`config.mk`:
```
export PLATFORM = sky130hd
export DESIGN_NAME = control_unit
export DESIGN_NICKNAME = d
export VERILOG_FILES = /design/src/rtl/control_unit.sv
export SDC_FILE = /design/constraint.sdc
export NUM_CORES = 1
export LEC_CHECK = 0
export ABC_AREA = 1
export CORE_ASPECT_RATIO = 1.5
export CORE_MARGIN = 2
export CORE_UTILIZATION = 37
export DETAILED_ROUTE_END_ITERATION = 6
export PLACE_DENSITY = 0.83
export SLEW_MARGIN = 20
export SYNTH_ARGS = -nofsm -noshare
export SYNTH_HDL_FRONTEND = slang
export SYNTH_SLANG_ARGS = --single-unit
```
`constraint.sdc`:
```
create_clock -name clk -period 2.85 [get_ports clk]
set_input_delay 0.57 -clock clk [delete_from_list [all_inputs] [get_ports clk]]
set_output_delay 0.57 -clock clk [all_outputs]
set_load 0.1 [all_outputs]
```
`src/rtl/control_unit.sv`:
```
// Mini SRC sequencing controller: Moore FSM stepping one control state per clock.
// Strobes are decoded from the current state and the opcode in ir[31:27].
module control_unit (
  input  logic        clk,
  input  logic        clr,
  input  logic [31:0] ir,
  input  logic        stop,
  output logic        run,
  output logic        Gra,
  output logic        Grb,
  output logic        Grc,
  output logic        Rin,
  output logic        Rout,
  output logic        BAout,
  output logic        Cout,
  output logic        R15ctrl,
  output logic        PCin,
  output logic        PCout,
  output logic        IncPC,
  output logic        IRin,
  output logic        Yin,
  output logic        Zin,
  output logic        ZLowout,
  output logic        ZHighout,
  output logic        HIin,
  output logic        HIout,
  output logic        LOin,
  output logic        LOout,
  output logic        MARin,
  output logic        MDRin,
  output logic        MDRout,
  output logic        MDRread,
  output logic        memWrite,
  output logic        conIn,
  output logic        conOut,
  output logic        InPortout,
  output logic        outPortin,
  output logic [3:0]  ALUselect
);

  typedef enum logic [3:0] {
    S_RESET, S_T0, S_T1, S_T2, S_T3,
    S_T4, S_T5, S_T6, S_T7, S_HALT
  } state_t;

  localparam logic [4:0] OP_LD   = 5'b00000;
  localparam logic [4:0] OP_LDI  = 5'b00001;
  localparam logic [4:0] OP_ST   = 5'b00010;
  localparam logic [4:0] OP_ANDI = 5'b01101;
  localparam logic [4:0] OP_ORI  = 5'b01110;
  localparam logic [4:0] OP_DIV  = 5'b01111;
  localparam logic [4:0] OP_MUL  = 5'b10000;
  localparam logic [4:0] OP_NEG  = 5'b10001;
  localparam logic [4:0] OP_NOT  = 5'b10010;
  localparam logic [4:0] OP_BR   = 5'b10011;
  localparam logic [4:0] OP_JR   = 5'b10100;
  localparam logic [4:0] OP_JAL  = 5'b10101;
  localparam logic [4:0] OP_IN   = 5'b10110;
  localparam logic [4:0] OP_OUT  = 5'b10111;
  localparam logic [4:0] OP_MFHI = 5'b11000;
  localparam logic [4:0] OP_MFLO = 5'b11001;
  localparam logic [4:0] OP_HALT = 5'b11011;

  state_t     state;
  state_t     last;
  logic [4:0] op;
  logic [3:0] alu_sel;
  logic       is_alu, is_imm, is_ldi, is_mem, is_md, is_nn;

  assign op     = ir[31:27];
  assign is_alu = (op >= 5'd3) && (op <= 5'd11);
  assign is_imm = (op >= 5'd12) && (op <= 5'd14);
  assign is_ldi = (op == OP_LDI);
  assign is_mem = (op == OP_LD) || (op == OP_ST);
  assign is_md  = (op == OP_MUL) || (op == OP_DIV);
  assign is_nn  = (op == OP_NEG) || (op == OP_NOT);

  always_comb begin
    alu_sel = 4'b0000;
    if (is_alu) alu_sel = 4'(op - 5'd3);
    else if (op == OP_ANDI) alu_sel = 4'b0010;
    else if (op == OP_ORI) alu_sel = 4'b0011;
    else if (op == OP_MUL) alu_sel = 4'b1001;
    else if (op == OP_DIV) alu_sel = 4'b1010;
    else if (op == OP_NEG) alu_sel = 4'b1011;
    else if (op == OP_NOT) alu_sel = 4'b1100;
  end

  // final execute state per opcode; the step after it is the next fetch
  always_comb begin
    last = S_T3;
    if (is_mem) last = S_T7;
    else if (is_md || op == OP_BR) last = S_T6;
    else if (is_alu || is_imm || is_ldi) last = S_T5;
    else if (is_nn || op == OP_JAL) last = S_T4;
  end

  always_ff @(posedge clk) begin
    if (clr) begin
      state <= S_RESET;
    end else begin
      unique case (state)
        S_RESET: state <= stop ? S_HALT : S_T0;
        S_HALT:  state <= S_HALT;
        S_T0:    state <= S_T1;
        S_T1:    state <= S_T2;
        S_T2:    state <= S_T3;
        default: begin
          if (state == S_T3 && op == OP_HALT)
            state <= S_HALT;
          else if (state == last)
            state <= stop ? S_HALT : S_T0;
          else
            state <= state_t'(state + 4'd1);
        end
      endcase
    end
  end

  always_comb begin
    run = 1'b0; Gra = 1'b0; Grb = 1'b0; Grc = 1'b0;
    Rin = 1'b0; Rout = 1'b0; BAout = 1'b0; Cout = 1'b0;
    R15ctrl = 1'b0; PCin = 1'b0; PCout = 1'b0; IncPC = 1'b0;
    IRin = 1'b0; Yin = 1'b0; Zin = 1'b0; ZLowout = 1'b0;
    ZHighout = 1'b0; HIin = 1'b0; HIout = 1'b0; LOin = 1'b0;
    LOout = 1'b0; MARin = 1'b0; MDRin = 1'b0; MDRout = 1'b0;
    MDRread = 1'b0; memWrite = 1'b0; conIn = 1'b0; conOut = 1'b0;
    InPortout = 1'b0; outPortin = 1'b0; ALUselect = 4'b0000;
    run = (state != S_RESET) && (state != S_HALT);
    unique case (state)
      S_T0: begin PCout = 1'b1; MARin = 1'b1; IncPC = 1'b1; end
      S_T1: begin MDRread = 1'b1; MDRin = 1'b1; end
      S_T2: begin MDRout = 1'b1; IRin = 1'b1; end
      S_T3: begin
        unique case (1'b1)
          is_alu, is_imm: begin Grb = 1'b1; Rout = 1'b1; Yin = 1'b1; end
          is_ldi, is_mem: begin Grb = 1'b1; BAout = 1'b1; Yin = 1'b1; end
          is_md: begin Gra = 1'b1; Rout = 1'b1; Yin = 1'b1; end
          is_nn: begin
            Grb = 1'b1; Rout = 1'b1; Zin = 1'b1; ALUselect = alu_sel;
          end
          op == OP_BR:   begin Gra = 1'b1; Rout = 1'b1; conIn = 1'b1; end
          op == OP_JR:   begin Gra = 1'b1; Rout = 1'b1; PCin = 1'b1; end
          op == OP_JAL:  begin PCout = 1'b1; R15ctrl = 1'b1; end
          op == OP_IN:   begin InPortout = 1'b1; Gra = 1'b1; Rin = 1'b1; end
          op == OP_OUT:  begin Gra = 1'b1; Rout = 1'b1; outPortin = 1'b1; end
          op == OP_MFHI: begin HIout = 1'b1; Gra = 1'b1; Rin = 1'b1; end
          op == OP_MFLO: begin LOout = 1'b1; Gra = 1'b1; Rin = 1'b1; end
          default: ;
        endcase
      end
      S_T4: begin
        unique case (1'b1)
          is_alu: begin
            Grc = 1'b1; Rout = 1'b1; Zin = 1'b1; ALUselect = alu_sel;
          end
          is_imm: begin Cout = 1'b1; Zin = 1'b1; ALUselect = alu_sel; end
          is_ldi, is_mem: begin Cout = 1'b1; Zin = 1'b1; end
          is_md: begin
            Grb = 1'b1; Rout = 1'b1; Zin = 1'b1; ALUselect = alu_sel;
          end
          is_nn:        begin ZLowout = 1'b1; Gra = 1'b1; Rin = 1'b1; end
          op == OP_BR:  begin PCout = 1'b1; Yin = 1'b1; end
          op == OP_JAL: begin Gra = 1'b1; Rout = 1'b1; PCin = 1'b1; end
          default: ;
        endcase
      end
      S_T5: begin
        unique case (1'b1)
          is_alu, is_imm, is_ldi: begin
            ZLowout = 1'b1; Gra = 1'b1; Rin = 1'b1;
          end
          is_mem:      begin ZLowout = 1'b1; MARin = 1'b1; end
          is_md:       begin ZLowout = 1'b1; LOin = 1'b1; end
          op == OP_BR: begin Cout = 1'b1; Zin = 1'b1; end
          default: ;
        endcase
      end
      S_T6: begin
        unique case (1'b1)
          op == OP_LD: begin MDRread = 1'b1; MDRin = 1'b1; end
          op == OP_ST: begin Gra = 1'b1; Rout = 1'b1; MDRin = 1'b1; end
          is_md:       begin ZHighout = 1'b1; HIin = 1'b1; end
          op == OP_BR: begin ZLowout = 1'b1; PCin = 1'b1; conOut = 1'b1; end
          default: ;
        endcase
      end
      S_T7: begin
        unique case (1'b1)
          op == OP_LD: begin MDRout = 1'b1; Gra = 1'b1; Rin = 1'b1; end
          op == OP_ST: memWrite = 1'b1;
          default: ;
        endcase
      end
      default: ;
    endcase
  end

endmodule

```
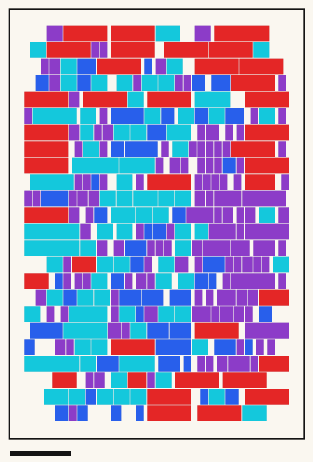
*Cell sizes after repair, run 1*
Scale bar: 10 um.
colour	size	cells	most used
blue	x2	50	inv_2
red	x6 and larger	38	buf_12
cyan	x3 and x4	78	buf_4
purple	x1 and smaller	134	nand2_1

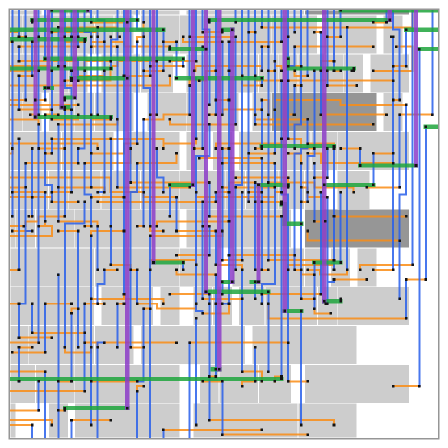
*Close-up of the layout, run 1*
Region (18, 3) to (48, 33) um. Cells in grey, sequential cells in the stronger grey; small squares are vias.
colour	layer
blue	M2
purple	M4
green	M3
orange	M1
netlist names of flops here include	state (2)
cells with their middle in the window	92
most frequent	buf_4 (15), nand2_1 (10)
sequential cells in the window	2

==> summary.txt, run 1 <==
run metrics: Synth top cell by count nand2_1, post-place instance area 2410 um^2, Pwr Density 533 nW/um^2, peak supply drop 594 uV, fp util 38.2%, global-route wire length before repair 9130 um, DR DRC count 0, FF+latch count, synth 4, mux share 0%, Max Clk Rate 0.355 GHz, Synth top cells by count 38 x nand2_1, 35 x nor2_1, 32 x inv_1, placed insts 327, sw frac 63.0%, Basic Gates by Area 47.7%, Leak 1.18 nW, Final WS setup 0.0297 ns, XORs/XNORs by Area 2.41%, die x size 48.3 um, CTS Buf Count 3, OpenROAD warning count 60, H-tree levels 1, area leader, netlist nand2_1, status finished clean, Finished Layout Cells 339, Cell Rows 24, Post-synth EDFFs 0, Die H 70.5 um, endpoints failing setup 0, Routed Antenna Nets 0, Boundary Pins 69, Logic family by area simple AND/OR/NAND/NOR gates, Worst setup SP type primary input, drt initial violations 150, post-route cell area 2560 um^2, Top reg by flops state, combinational power share 83.2%, crit path DRT 2.28 ns, CTS Sinks 4, DP HPWL 4170 um, fin nets 345, Seq share, synth 7.34%, WL/cell 18.0 um, initial antenna violation count 0, vias per cell 5.59, largest registers state (4), CTS root buf clkbuf_8, cell count listed in synth_stat.txt 200, Post-CTS Hold Buffers 0, Slew HR 74.1%, Reg clk slew, reported paths 0.03 ns, cell area after synthesis 1090 um^2, P_sw 0.860 mW, Finished Core Util 89.8%, CP endpoint kind output pin, Floorplan Nets 243, largest net degree at the start of global routing 11, WS Path Type in2out, Tmin final 2.82 ns, vias after detailed routing 1,895, vias in the first global route 2,023, final hold violation count 0, core area 2850 um^2, Synth top area share 13.1%, worst hold path class reg2reg, largest fanout on the critical path 4, clk_lat worst skew 0.23 ns, GRT overflow 0, Seq pwr share 7.6%, async set-reset flop share out of synthesis 0%, Power, Total 1.36 mW, Compound Share, Synth 18.2%, Final Cycle Share 99.0%, yosys adder share 9.17%, Mapped Cells 200, Clock Power Share 9.2%, GRT Total Usage 33.7%, crit path DAT 2.25 ns, fraction of layout cells with a size suffix above 1 55.3%, CTS max path bufs 2, Max-Cap Viols 0, n_diodes 0, GPL Wtd Cong 0.896, DRT Wirelength 6110 um, CTS tree done, internal power 0.505 mW, Pre-antenna DRT Iters 5, max reg flops 4, YS chip area 1090 um^2, Unique cell types 36, ys flop type dfxtp_1, Syn. warnings 0, max-slew violation count 0, I/O Buffers 41, worst slew pin tran 0.387 ns, Layout fillers 121, pre-CTS setup slack -0.353 ns, die footprint 3410 um^2, Synth-to-Final Area Change 135%, Avg Inst Size Synth 5.46 um^2, synth top area cells nand2_1 13%, nor2_1 12%, inv_1 11%, ha_1 9.2%, dfxtp_1 7.3%
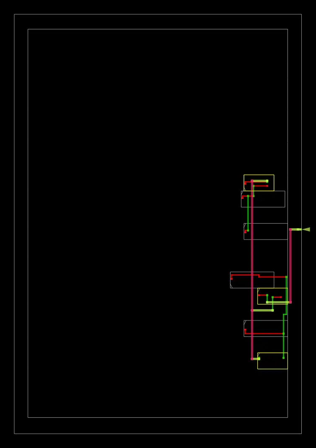
*Clock wiring as the flow saved it, run 1*
seq_cells: 4
Clk power: 0.125 mW
clk_skew: 0.00455 ns

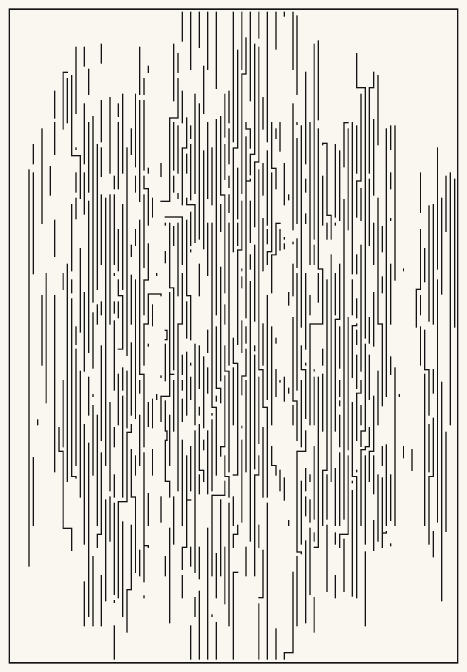
*Metal 2, run 1*
share of all routed wire	53%
longest straight run	42.8 um
nets with wire on the layer	288
wire length on this layer	3,240 um
main direction	vertical

-- run 1: critical path, cell delays in order --
cell and delay [ns]:
buf_2 0.13, buf_6 0.13, nor2_4 0.13, nand3b_4 0.09, nand3_4 0.11, inv_4 0.05, nor2_4 0.10, nand2_2 0.09
a21oi_4 0.17, o211ai_4 0.10, or3_4 0.40, buf_12 0.18
-- run 1: final timing paths --
| kind | startpoint | to | slack, ns | cells after the start |
|---|---|---|---|---|
| worst min register to register | state[2] | state[2] | 0.69 | 3 |
| worst min-delay path | state[2] | state[2] | 0.69 | 3 |
| worst max register to register | state[0] | state[1] | 0.96 | 11 |
| worst max-delay path | ir[29] | Gra | 0.03 | 12 |
-- run 1: power by group through the flow --
stage,logic [mW],clock network [mW],registers (mW)
2_1_floorplan,0.742,0,0.0959
3_3_place_gp,1.05,0,0.101
3_5_place_dp,1.08,0,0.101
4_1_cts,1.10,0.123,0.102
5_1_grt,1.18,0.130,0.104
6_report,1.14,0.125,0.104
-- run 1: routing by layer --
metal | GRT usage, % | share of wire (%) | vias to the layer above
met5 | 0 | 0 | -
met4 | 28.9 | 7.9 | 0
met1 | 30.3 | 33 | 867
met2 | 62.8 | 53 | 129
met3 | 6.84 | 6.1 | 52
li1 | - | - | 847
-- run 1: final cells by class --
cell class / count / area [um^2] / area share, %
Clock buffer: 3 / 41.3 / 1.61
Inverter: 40 / 160 / 6.25
Sequential cell: 4 / 80.1 / 3.13
Multi-Input combinational cell: 154 / 1090 / 42.5
Timing Repair Buffer: 99 / 1140 / 44.6
Tap cell: 39 / 48.8 / 1.91
-- run 1: timing repair --
item | CTS | global route
resized | 19 | 22
buffers inserted | 4 | 6
endpoints found under the setup margin | 26 | 11
pin swaps | 7 | 15
-- run 1: kinds of logic after synthesis --
family,after synthesis
DFF,4
and+or+nand+nor,111
buffers and inverters,42
adders and majority gates,8
AOI/OAI and AO/OA,32
xor gates and xnor gates,3
-- run 1: layout by cell type, fill, tap and decap left out, drive strengths merged --
cell           synthesis  layout
dfxtp                  4       4
ha                     8       8
a221oi                 1       1
buf                    2      95
o211ai                 3       3
o2111ai                1       1
or3                    1       1
clkbuf                 0       5
nor3                  10      10
xor2                   2       2
o311ai                 1       1
clkdlybuf4s50          0       2
o22ai                  1       1
xnor2                  1       1
clkinv                 2       1
nor2                  39      39
nand3b                 1       1
nand3                 13      13
nand4                  4       4
or2                    1       1
o21ai                 13      13
a211oi                 3       3
inv                   38      39
a21oi                  8       8
nand2                 42      42
o21a                   1       1
-- run 1: metrics by stage --
| stage | hold WS, ns | TNS, ns |
|---|---|---|
| floorplan | 0.588 | -3.43 |
| global placement | 0.626 | -2.81 |
| detailed placement | 0.668 | -4.13 |
| CTS | 0.692 | 0 |
| global route | 0.744 | -0.0764 |
| finish | 0.689 | 0 |
--- run 2 (diff from run 1) ---
CTS_CLUSTER_DIAMETER = 100   (was not set)
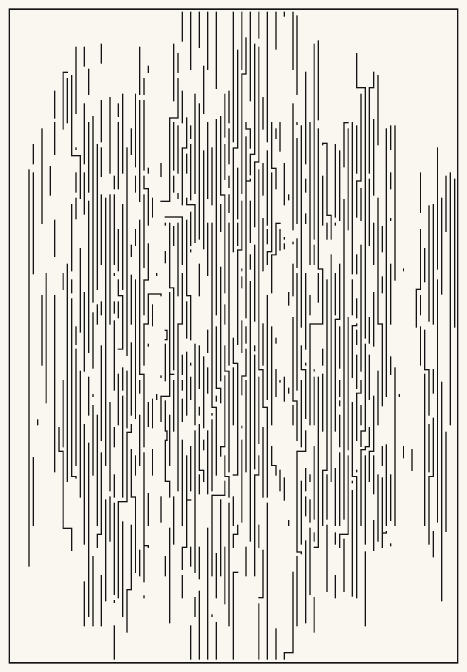
*Metal 2, run 2*
share of all routed wire	53%
longest straight run	42.8 um
nets with wire on the layer	288

==> summary.txt, run 2 <==
run metrics: YS chip area 1090 um^2, core area 2850 um^2, DRT Wirelength 6110 um, die footprint 3410 um^2, fp util 38.2%, vias per cell 5.59, Hold Crit Start state[2], Pre-antenna DRT Iters 5, Commonest Layout Cell buf_4, delay-heaviest family, CP simple AND/OR/NAND/NOR gates, Synth top cells by count 38 x nand2_1, 35 x nor2_1, 32 x inv_1, die x size 48.3 um, vias after detailed routing 1,895, synth top area cells nand2_1 13%, nor2_1 12%, inv_1 11%, ha_1 9.2%, dfxtp_1 7.3%, Die H 70.5 um, Worst setup SP type primary input, max reg flops 4, fraction of layout cells with a size suffix above 1 55.3%, Reg clk slew, reported paths 0.03 ns, CTS Buf Count 3, WL/cell 18.0 um, max-slew violation count 0, initial antenna violation count 0, Tmin final 2.82 ns, crit-path max cell delay 0.40 ns, Comb area 1090 um^2, Synth-to-Final Area Change 135%, H-tree levels 1, global-route wire length before repair 9130 um, async set-reset flop share out of synthesis 0%, GRT Total Usage 33.7%, FF+latch count, synth 4, final hold violation count 0, Hold Path Stages 3, Floorplan Nets 243, n_diodes 0, Synth top area share 13.1%, GRT overflow 0, Reg2Reg Depth 11, Leak 1.18 nW, largest fanout on the critical path 4, fin nets 345, DP HPWL 4170 um, status finished clean, Slew HR 74.1%, CTS Sinks 4, CTS max path bufs 2, Max Clk Rate 0.355 GHz, Routed Antenna Nets 0, peak supply drop 594 uV, pre-CTS setup slack -0.353 ns, setup TNS 0 ns, Post-CTS Hold Buffers 0, crit path DRT 2.28 ns, Top Layout Cells 59 x buf_4, 33 x nand2_1, 30 x buf_12, ys flop type dfxtp_1, area leader, netlist nand2_1, worst path buffer plus inverter count 4, crit path cell chain buf_2 > buf_6 > nor2_4 > nand3b_4 > nand3_4 > inv_4 > nor2_4 > nand2_2 > a21oi_4 > o211ai_4 > or3_4 > buf_12, largest registers state (4), Final WS setup 0.0297 ns, Syn. warnings 0, CP endpoint kind output pin, clk_skew 0.00455 ns, worst hold path class reg2reg, cell area after synthesis 1090 um^2, Unique cell types 36, most frequent cell on the critical path nor2_4, DR DRC count 0, CTS tree done, Cell Rows 24, Mapped Cells 200, endpoints failing setup 0, Pwr Density 533 nW/um^2, I/O Buffers 41, drt initial violations 150, Layout fillers 121, RR Endpoint state[1], cell count listed in synth_stat.txt 200, Seq share, synth 7.34%, Max-Cap Viols 0, Reg2Reg Setup Slack 0.96 ns, vias in the first global route 2,023, r2r startpoint state[0], Worst Hold End state[2], Avg Inst Size Synth 5.46 um^2, WS Path Type in2out, Final Cycle Share 99.0%, clk_lat worst skew 0.23 ns, Crit-path slowest cell or3_4, Power, Total 1.36 mW, Synth top cell by count nand2_1, Post-synth EDFFs 0, GPL Wtd Cong 0.896, largest net degree at the start of global routing 11, crit path DAT 2.25 ns, worst slew pin tran 0.387 ns, Boundary Pins 69, OpenROAD warning count 60, Flop area 80.1 um^2
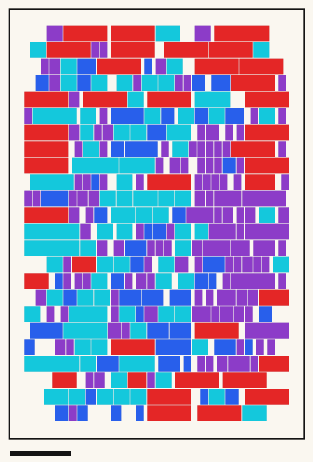
*Cell sizes after repair, run 2*
Scale bar: 10 um.
colour	size	cells	most used
purple	x1 and smaller	134	nand2_1
cyan	x3 and x4	78	buf_4
red	x6 and larger	38	buf_12
blue	x2	50	inv_2

run 2: cell counts in the layout (fill, tap and decap cells not counted):
No cell type changed its count.
run 2: area by class of cell:
| class | instances | share of cell area (%) |
|---|---|---|
| timing repair buffer | 99 | 44.6 |
| multi-input combinational | 154 | 42.5 |
| inverter | 40 | 6.25 |
| tap | 39 | 1.91 |
| clock buffer | 3 | 1.61 |
| sequential | 4 | 3.13 |
run 2: kinds of logic after synthesis:
group / synth area share, %
AND-OR/OR-AND: 18.2
XOR/XNOR: 2.41
adder cells (fa/ha/maj): 9.17
buffers and inverters: 15.1
flip-flops: 7.34
AND/OR/NAND/NOR: 47.7
run 2: per-layer routing:
layer	wire [um]	share of wire [%]	vias up	GRT usage [%]
met4	484	7.9	0	28.9
li1	-	-	847	-
met3	375	6.1	52	6.84
met5	0	0	-	0
met1	2020	33	867	30.3
met2	3240	53	129	62.8
run 2: repair_timing:
| action | in CTS | in global routing |
|---|---|---|
| pin swaps | 7 | 15 |
| endpoints found under the setup margin | 26 | 11 |
| setup buffers | 4 | 6 |
| gates resized | 19 | 22 |
run 2: per-stage QoR:
stage	utilization, %	instances	hold slack [ns]	instance area [um^2]
floorplan	-	200	0.588	1290
global placement	84.6	327	0.626	2410
detailed placement	84.6	327	0.668	2410
CTS	87.6	334	0.692	2500
global route	89.8	339	0.744	2560
finish	89.8	339	0.689	2560
run 2: worst register-to-register path: stages, from the launching register on:
cell and delay [ns]:
dfxtp_1 0.40, inv_1 0.14, ha_1 0.22, inv_1 0.09
nor2_1 0.09, nor2_1 0.16, nand2_1 0.10, nor2_1 0.17
inv_1 0.08, nor2_2 0.15, nand2_1 0.08, a21oi_1 0.12
run 2: report_power, final:
part | total, mW | internal [mW] | switching (mW) | leakage (nW)
sequential | 0.104 | 0.0770 | 0.0270 | 0.0330
clock | 0.125 | 0.0905 | 0.0347 | 0.0216
combinational | 1.14 | 0.337 | 0.798 | 1.12
run 2: how the worst max path moves through the flow:
stage,end,cells past startpoint,startpoint,slack [ns]
2_1_floorplan,PCout,8,ir[28],-0.50
3_3_place_gp,Gra,8,ir[27],-0.32
3_5_place_dp,Gra,12,ir[30],-0.35
4_1_cts,Gra,12,ir[29],0.02
5_1_grt,Gra,10,state[1],-0.05
6_report,Gra,12,ir[29],0.03
### Close-up of the layout, run 2

Region (18, 3) to (48, 33) um. Cells in grey, sequential cells in the stronger grey; small squares are vias.
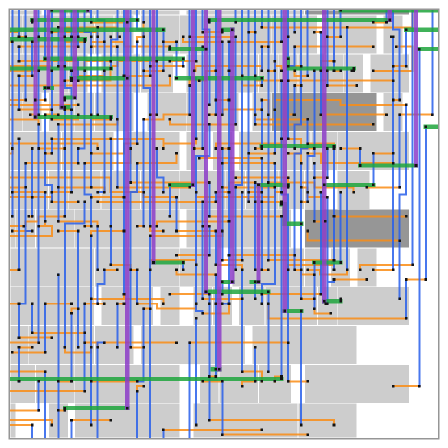

--- run 3 (diff from run 2) ---
ABC_AREA = 0   (was 1)
CORE_UTILIZATION = 38   (was 37)
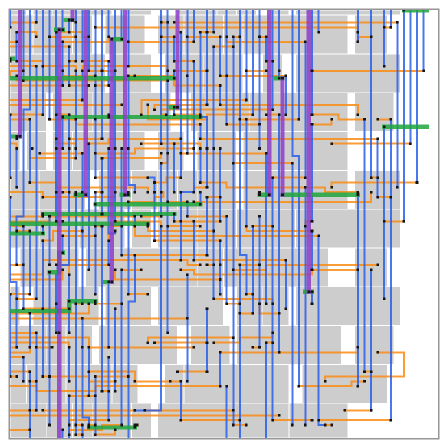
*Close-up of the layout, run 3*
Region (20, 3) to (50, 33) um. Cells in grey, sequential cells in the stronger grey; small squares are vias.
colour	layer
orange	M1
green	M3
blue	M2
purple	M4
cells with their middle in the window	81
sequential cells in the window	0
most frequent	buf_4 (23), buf_12 (9), nor2_1 (5)

==> summary.txt, run 3 <==
run metrics: OpenROAD warning count 60, worst hold path class reg2reg, vias after detailed routing 1,890, drt initial violations 94, Final Cycle Share 101%, CTS Sinks 4, Commonest Layout Cell buf_4, largest registers state (4), Synth top cells by count 33 x nor2_1, 24 x nand2_1, 10 x inv_1, 10 x o21ai_0, 9 x a21oi_1, max reg flops 4, WL/cell 20.5 um, crit path cell chain dlygate4sd2_1 > inv_1 > a31oi_2 > buf_4 > nand2_2 > o21ai_1 > a2bb2oi_1 > nor2_2 > buf_12, ys flop type dfxtp_1, Slew HR 69.8%, GRT Total Usage 35.2%, Synth top cell by count nor2_1, die footprint 3580 um^2, initial antenna violation count 0, DR DRC count 0, Reg2Reg Setup Slack 0.74 ns, Boundary Pins 69, Floorplan Nets 230, Worst setup SP type primary input, CTS tree done, post-place instance area 2440 um^2, cell count listed in synth_stat.txt 187, async set-reset flop share out of synthesis 0%, largest net degree at the start of global routing 9, DP HPWL 4540 um, crit path DRT 2.28 ns, FF+latch count, synth 4, DRT Wirelength 6380 um, Routed Antenna Nets 0, status finished, violations left, endpoints failing setup 1, WS Path Type in2out, Hold Path Stages 2, area leader, netlist nor2_1, fin nets 318, WP depth 9, synth top area cells nor2_1 10%, ha_1 8.5%, nand2_1 7.6%, dfxtp_1 6.8%, o21ai_0 4.2%, YS chip area 1180 um^2, Tmin final 2.89 ns, fraction of layout cells with a size suffix above 1 52.4%, Leak 1.06 nW, worst path buffer plus inverter count 4, largest fanout on the critical path 7, Reg clk slew, reported paths 0.03 ns, Top reg by flops state, Cell Rows 24, Pwr Density 620 nW/um^2, Comb area 1250 um^2, Crit-path slowest cell dlygate4sd2_1, delay-heaviest family, CP buffers and inverters, Max-Cap Viols 0, die x size 49.5 um, final hold slack 0.674 ns, Avg Inst Size Synth 6.32 um^2, clk_lat worst skew 0.22 ns, Pre-antenna DRT Iters 4, Flop area 81.3 um^2, setup TNS -0.0383 ns, GPL Wtd Cong 0.912, Post-synth EDFFs 0, CTS max path bufs 2, cell area after synthesis 1180 um^2, Die H 72.3 um, Final WS setup -0.0383 ns, Unique cell types 50, final hold violation count 0, CTS Buf Count 3, crit-path max cell delay 0.37 ns, Finished Core Util 87.6%, Max Clk Rate 0.346 GHz, vias per cell 6.06, post-route cell area 2580 um^2, fp util 40.2%, clk_skew 0.000604 ns, Layout fillers 145, violated checks setup timing, core area 2940 um^2, Reg2Reg Depth 6, crit path DAT 2.32 ns, GRT overflow 0, Mapped Cells 187, Seq share, synth 6.77%, Syn. warnings 0, H-tree levels 1, peak supply drop 1290 uV
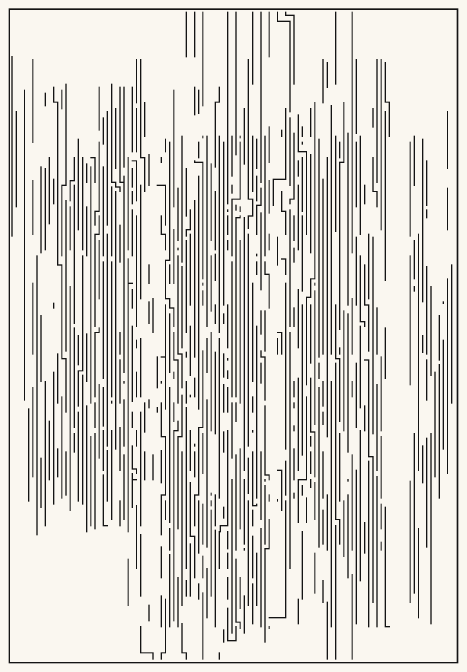
*Metal 2, run 3*
nets with wire on the layer	261
share of all routed wire	56%
longest straight run	34.3 um
wire length on this layer	3,560 um

## run 3: cell types whose count changed after synthesis, sizes merged, moves of 5 or more
cell / delta
and2: +5
nand3: -9
clkbuf: +5
inv: -28
nor2: -6
nand2: -18
buf: +6
## run 3: stage by stage
step | worst slack (ns) | cells
floorplan | -0.366 | 187
global placement | -0.370 | 309
detailed placement | -0.477 | 309
CTS | 0.0201 | 312
global route | -0.0841 | 312
finish | -0.0383 | 312
## run 3: power breakdown
group | internal (mW) | total (mW) | switching, mW
registers | 0.0824 | 0.126 | 0.0440
clock network | 0.0900 | 0.119 | 0.0293
logic | 0.443 | 1.35 | 0.911
total | 0.615 | 1.60 | 0.984
## run 3: cell type report
type                       count  area share, %
multi-input combinational    160           48.3
timing repair buffer          96           43.6
sequential                     4           3.15
tap                           39           1.89
clock buffer                   3           1.60
inverter                      10           1.46
## run 3: timing repair
item | CTS | global route
resized | 24 | 16
pin swaps | 2 | 2
hold buffers | 0 | 0
cloned | 0 | 0
buffers inserted | 0 | 0
setup endpoints to repair | 30 | 14
## run 3: routing by layer
metal	part of all wire (%)	GRT usage (%)	vias up	routed length (um)
met3	5.0	5.97	45	321
met5	0	0	-	0
met4	6.2	20.7	0	397
met1	33	33.2	890	2110
li1	-	-	835	-
met2	56	69.2	120	3560
## run 3: cells by family (layout without fill, tap and decap cells)
| kind of cell | after synthesis | in the layout | share of synthesized area, % |
|---|---|---|---|
| AND-OR/OR-AND | 52 | 52 | 31.9 |
| XOR/XNOR | 3 | 3 | 2.22 |
| adder cells (fa/ha/maj) | 8 | 8 | 8.47 |
| buffers and inverters | 23 | 109 | 9.52 |
| flip-flops | 4 | 4 | 6.77 |
| multiplexers | 1 | 1 | 0.847 |
| AND/OR/NAND/NOR | 96 | 96 | 40.3 |
## run 3: worst paths after layout
| path | end | start |
|---|---|---|
| setup reg to reg | state[3] | state[2] |
| setup / recovery | ALUselect[2] | ir[29] |
| hold reg to reg | state[0] | state[0] |
| hold / removal | state[0] | state[0] |
## run 3: worst min-delay path: stages, from the launching register on
cell,delay (ns)
dfxtp_2,0.39
and3_1,0.19
a221oi_2,0.05

==> gallery <==
Clock wires, drivers and flops.
Scale bar: 10 um.
Plate I
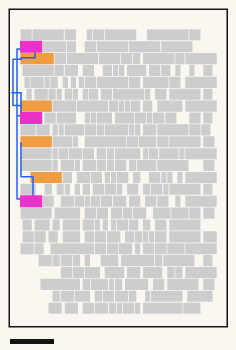
Plate II
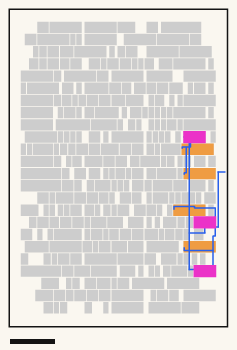
- run 1 = Plate II
- run 3 = Plate I

No activity file was given, so power comes from the tool's default toggle rates.
